==> run_1/clocks.png <==
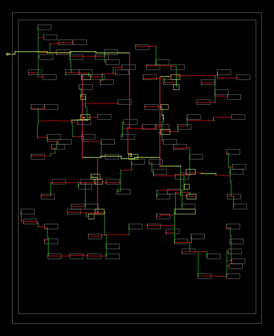
==> run_1/layer_met1.png <==
Supply wires on this layer in gray.
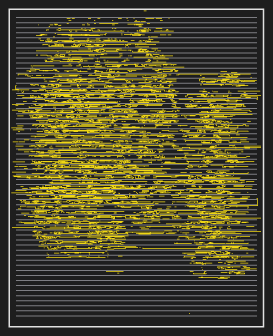
==> run_1/layer_met4.png <==
Supply wires on this layer in gray.
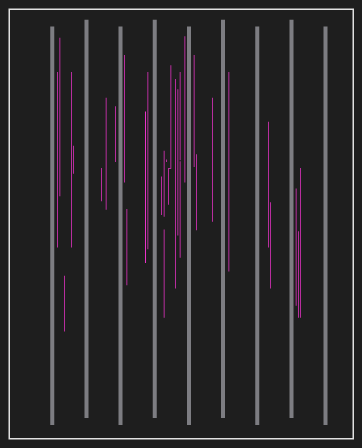
==> run_1/wires.png <==
Two of the layers only.
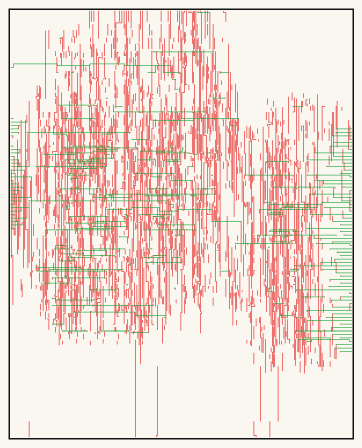
Design fetch_pair_aligner_flat, sky130hd; sources not shown.
==> impl_metrics.py, run 1 <==
# Metrics from the implementation run
metrics = {
    "power_and_ir_drop": {
        "ir_drop_mv": 0.0620,
        "p_total_uw": 1140,
    },
    "critical_path": {
        "worst_setup_path_end_kind": "flip-flop",
        "crit_fanout": 45,
        "crit_type": "in2reg",
        "reg2reg_depth": 15,
        "cp.required_ns": 9.94,
    },
    "drt": {
        "first_pass_iters": 6,
        "antenna_left": 0,
        "drt_iter0_drc": 659,
        "drcViolationCount": 0,
        "vias_per_cell": 5.17,
    },
    "final_layout": {
        "lay_top_cells": "nand2_1 (321), nor2_1 (216), inv_1 (160)",
        "area_growth_pct": 22.0,
        "post-route-util_pct": 42.5,
        "final_common_cell": "nand2_1",
        "final_area_um2": 8850,
        "largest_reg_flops": 32,
        "layout-drive-gt1-share_pct": 4.23,
        "num-fill-cells": 2271,
    },
    "final_timing": {
        "layout_min_cycle_time_ns": 6.62,
        "hold_ws_ns": 0.492,
        "grt_setup_unrepaired": "false",
        "finalSetupTns_ns": 0,
        "hold_viol": 0,
        "worstMarginPinSlew_ns": 1.07,
        "finalWorstSetupSlack_ns": 3.08,
        "drv_slew": 0,
    },
    "yosys": {
        "top_area_cell": "dfxtp_1",
        "edf_count": 0,
        "synth-seq-cells": 100,
        "async_flop_share_pct": 0,
        "yosys_warnings": 0,
        "synth.distinct_cells": 38,
    },
    "floorplanning": {
        "die-area_um2": 23100,
        "ios": 136,
        "row_count": 59,
        "die-width_um": 136,
    },
    "global_route": {
        "grt_max_degree": 58,
        "grt_pass1_wl_um": 41400,
        "overflow": 0,
        "grt_pass1_vias": 7928,
    },
    "outcome": {
        "status": "finished, final reports clean",
    },
    "placed_design": {
        "dpl_worst_slack_ns": 2.82,
        "io_buffers": 133,
        "place_inst": 1583,
    },
    "min_path": {
        "hp-class": "reg2reg",
    },
    "cts": {
        "insertion_delay_ns": 0.40,
        "postCtsSetupBuffers": 0,
        "cts-root-buf": "clkbuf_8",
        "hold_buffers": 0,
        "h-tree-depth": 3,
    },
    "job": {
        "warnings": 28,
    },
}
About clocks.png:
clock network power: 299 µW
# clk buffers: 9
TritonCTS Buffers: 9
Flops: 100
TritonCTS Sinks: 100

About layer_met1.png:
share of all routed wire: 40%
longest straight run: 39.6 µm
vias: 8264
DRT Wirelength: 26300 µm
M1 GR Usage: 27.8%

About layer_met4.png:
nets with wire on the layer: 26
wire length on this layer: 1350 µm

About wires.png:
[metal 2] red | wire length: 12200 µm
[metal 3] green | wire length: 2220 µm
wire length per cell: 16.4 µm
GRT Overall Usage: 22.6%

-- run 1: power breakdown --
part | leakage (µW) | internal (µW) | switching (µW)
sequential | 0.000821 | 453 | 38.2
combinational | 0.00329 | 119 | 233
clock | 0.0000995 | 124 | 175
total | 0.00421 | 695 | 446
-- run 1: worst max-delay path, cell delays in order --
cell	delay, ns
clkdlybuf4s50_1	0.81
nand2_1	0.20
inv_2	0.69
fa_1	0.93
nor2_1	0.25
ha_1	0.16
nand3_1	0.74
nand2_1	0.81
o22ai_1	0.13
nor2_1	0.13
nor2_1	0.05
-- run 1: routing by layer --
| layer | up-vias | track usage, % | share of wire (%) |
|---|---|---|---|
| li1 | 4046 | - | - |
| met1 | 3748 | 27.8 | 40 |
| met2 | 400 | 38.4 | 46 |
| met5 | - | 0 | 0 |
| met4 | 0 | 11.9 | 5.1 |
| met3 | 70 | 2.90 | 8.4 |
-- run 1: area by class of cell --
type / instances / area, µm² / area share (%)
clock inverter: 7 / 85.1 / 0.962
multi-input combinational: 902 / 4300 / 48.6
sequential: 100 / 2000 / 22.6
clock buffer: 9 / 124 / 1.40
timing repair buffer: 136 / 1350 / 15.2
inverter: 171 / 642 / 7.26
tap: 274 / 343 / 3.88
-- run 1: cell families (layout without fill, tap and decap cells) --
family	Yosys count	after routing	share of synthesized area, %
other	1	1	0.0517
adders and majority gates	9	9	1.86
DFF	100	100	27.6
buffers and inverters	234	323	13.1
xor gates and xnor gates	16	16	1.93
and+or+nand+nor	689	689	41.0
AOI/OAI and AO/OA	187	187	14.5
==> run_1/detail.png <==
The bar under the picture is 10 µm long. Window x 53 to 83, y 70 to 100 µm. Cells in gray, sequential cells in the stronger gray; small squares are vias.
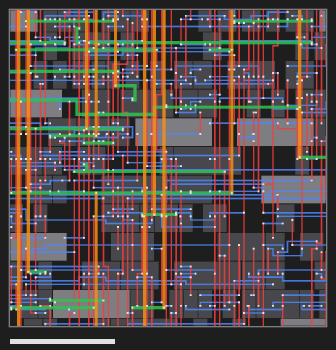

--- run 2 (diff from run 1) ---
Clock period 9.7 ns to 6.2 ns, I/O delays scaled along.
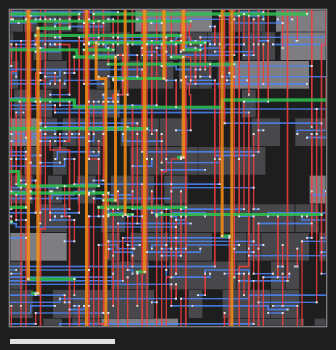
(run_2/detail.png)
The bar under the picture is 10 µm long. Window x 53 to 83, y 70 to 100 µm. Cells in gray, sequential cells in the stronger gray; small squares are vias.
[metal 2] red
[metal 3] green
[metal 4] orange
[metal 1] blue
sequential cells in the window: 5
most frequent: nand2_1 (19), inv_1 (8)
cells with their middle in the window: 82

==> run 2 against run 1 <==
Final area increased by 0.47%. Final cell count up 0.56%. Combinational power up 58%. First-iteration DRC count grew 7.3%. Worst hold slack better by 0.00051 ns. Sequential share of layout area is 0.11 points lower. Synthesized area unchanged. Wire length rose by 0.61%. Count of clock-buffer cells in the layout unchanged. Sequential cell count unchanged. Via count is 0.15% lower. Critical path type is now reg2reg. Critical endpoint is now u_core.u_fifo.head1[15]. Highest routed layer unchanged.
==> impl_metrics.py, run 2 <==
# Metrics from the implementation run
metrics = {
    "outcome": {
        "status": "finished, final reports clean",
    },
    "power_and_ir_drop": {
        "netSwitchingFraction_pct": 39.7,
        "ir_drop_mv": 0.105,
        "seq_power_share_pct": 44.0,
        "internal-power_uw": 1050,
        "p_total_uw": 1740,
        "p_leak_uw": 0.00424,
        "pwr-share-comb_pct": 31.8,
        "power.share.clock_pct": 24.2,
        "power_density_nw_per_um2": 196,
        "p_switching_uw": 693,
    },
    "drt": {
        "first_pass_iters": 5,
        "dr_total_vias": 8252,
        "post_drt_wl_per_cell_um": 16.4,
        "drt_iter0_drc": 707,
        "drcViolationCount": 0,
        "wl_um": 26400,
        "antenna_left": 0,
        "vias_per_cell": 5.13,
    },
    "yosys": {
        "top_area_cell": "dfxtp_1",
        "synth-seq-cells": 100,
        "yosys-top-cells-area": "dfxtp_1 (28%), nand2_1 (17%), nor2_1 (11%)",
        "synth.distinct_cells": 38,
        "edf_count": 0,
        "async_flop_share_pct": 0,
        "syn-num-nets": 1314,
        "yosys_warnings": 0,
    },
    "global_route": {
        "grt.total_usage_pct": 22.9,
        "overflow": 0,
        "grt_pass1_wl_um": 41900,
        "grt_max_degree": 58,
        "grt_pass1_vias": 8075,
    },
    "critical_path": {
        "reg2reg_depth": 17,
        "path_buffers": 3,
        "cp.required_ns": 6.44,
        "crit_fanout": 32,
        "crit_type": "reg2reg",
        "worst_setup_path_end_kind": "flip-flop",
        "crit_cells": 17,
        "path_common_cell": "nor2_1",
        "crit_chain": "nor2_1 > nand3_1 > nor4_1 > o21bai_1 > ha_1 > buf_4 > nand2_1 > inv_2 > fa_1 > nor2_1 > ha_1 > nand2_1 > inv_2 > nand3_4 > nand3_2 > o21ai_0 > nor2_1",
        "cpPeakStageDelay_ns": 0.70,
        "critPathSlowestCell": "ha_1",
        "critPathTopFamily": "simple AND/OR/NAND/NOR gates",
    },
    "final_layout": {
        "final_area_um2": 8890,
        "ff_latch_area_um2": 2000,
        "lay_top_cells": "nand2_1 (321), nor2_1 (216), inv_1 (160)",
        "final_common_cell": "nand2_1",
        "area_growth_pct": 22.6,
        "largest_reg_flops": 32,
        "layout-drive-gt1-share_pct": 4.87,
        "comb_area_um2": 4300,
        "num-fill-cells": 2324,
        "post-route-util_pct": 42.7,
    },
    "placed_design": {
        "gp_congestion": 0.962,
        "place_inst": 1592,
        "io_buffers": 133,
        "dpl_worst_slack_ns": 1.03,
    },
    "min_path": {
        "hold_depth": 2,
        "hp-class": "reg2reg",
    },
    "cts": {
        "h-tree-depth": 3,
        "postCtsSetupBuffers": 0,
        "hold_buffers": 0,
        "cts-root-buf": "clkbuf_8",
        "clock_sinks": 100,
        "insertion_delay_ns": 0.39,
        "numCtsBuffers": 9,
    },
    "final_timing": {
        "finalWorstSetupSlack_ns": 1.30,
        "layout_min_cycle_time_ns": 4.90,
        "finalSetupTns_ns": 0,
        "drv_slew": 0,
        "worstMarginPinSlew_ns": 1.07,
        "hold_ws_ns": 0.493,
        "hold_viol": 0,
        "grt_setup_unrepaired": "false",
    },
    "floorplanning": {
        "fp_util_pct": 34.8,
        "die-area_um2": 23100,
        "ios": 136,
        "die-width_um": 136,
        "row_count": 59,
    },
    "job": {
        "warnings": 28,
    },
}
==> run 2: cell counts after synthesis <==
No cell type changed its count.
==> run 2: logic make-up (layout without fill, tap and decap cells) <==
kind of cell / after synthesis / count (layout) / share of synthesized area [%]
and+or+nand+nor: 689 / 689 / 41.0
buffers and inverters: 234 / 332 / 13.1
AOI/OAI and AO/OA: 187 / 187 / 14.5
DFF: 100 / 100 / 27.6
xor gates and xnor gates: 16 / 16 / 1.93
adders and majority gates: 9 / 9 / 1.86
other: 1 / 1 / 0.0517
==> run 2: layout make-up <==
type                    count  area share, %
well taps                 274           3.86
inverters                 171           7.22
repair buffers            145           15.9
flip-flops and latches    100           22.5
clock buffers               9           1.39
multi-input cells         902           48.4
clock inverters             7          0.662
==> run 2: worst reg2reg max path, delay by kind of cell, from the launching register on <==
| family | cells | cell delay, ns |
|---|---|---|
| flops | 1 | 0.34 |
| fa+ha+maj | 3 | 1.38 |
| simple gates | 9 | 1.91 |
| buf+inv | 3 | 0.50 |
| compound gates | 2 | 0.63 |
==> run 2: power by group through the flow <==
stage | Sequential [µW] | Clock [µW] | Combinational, µW
2_1_floorplan | 811 | 0 | 328
3_3_place_gp | 780 | 0 | 543
3_5_place_dp | 781 | 0 | 547
4_1_cts | 766 | 431 | 550
5_1_grt | 776 | 458 | 616
6_report | 767 | 422 | 554
==> run 2: routing by layer <==
layer	routed length, µm	up-vias	GRT usage (%)
li1	-	4068	-
met1	10300	3716	27.3
met2	12500	395	38.9
met3	2350	73	3.84
met4	1320	0	12.4
met5	0	-	0
Power is estimated from default activity; no workload was simulated.
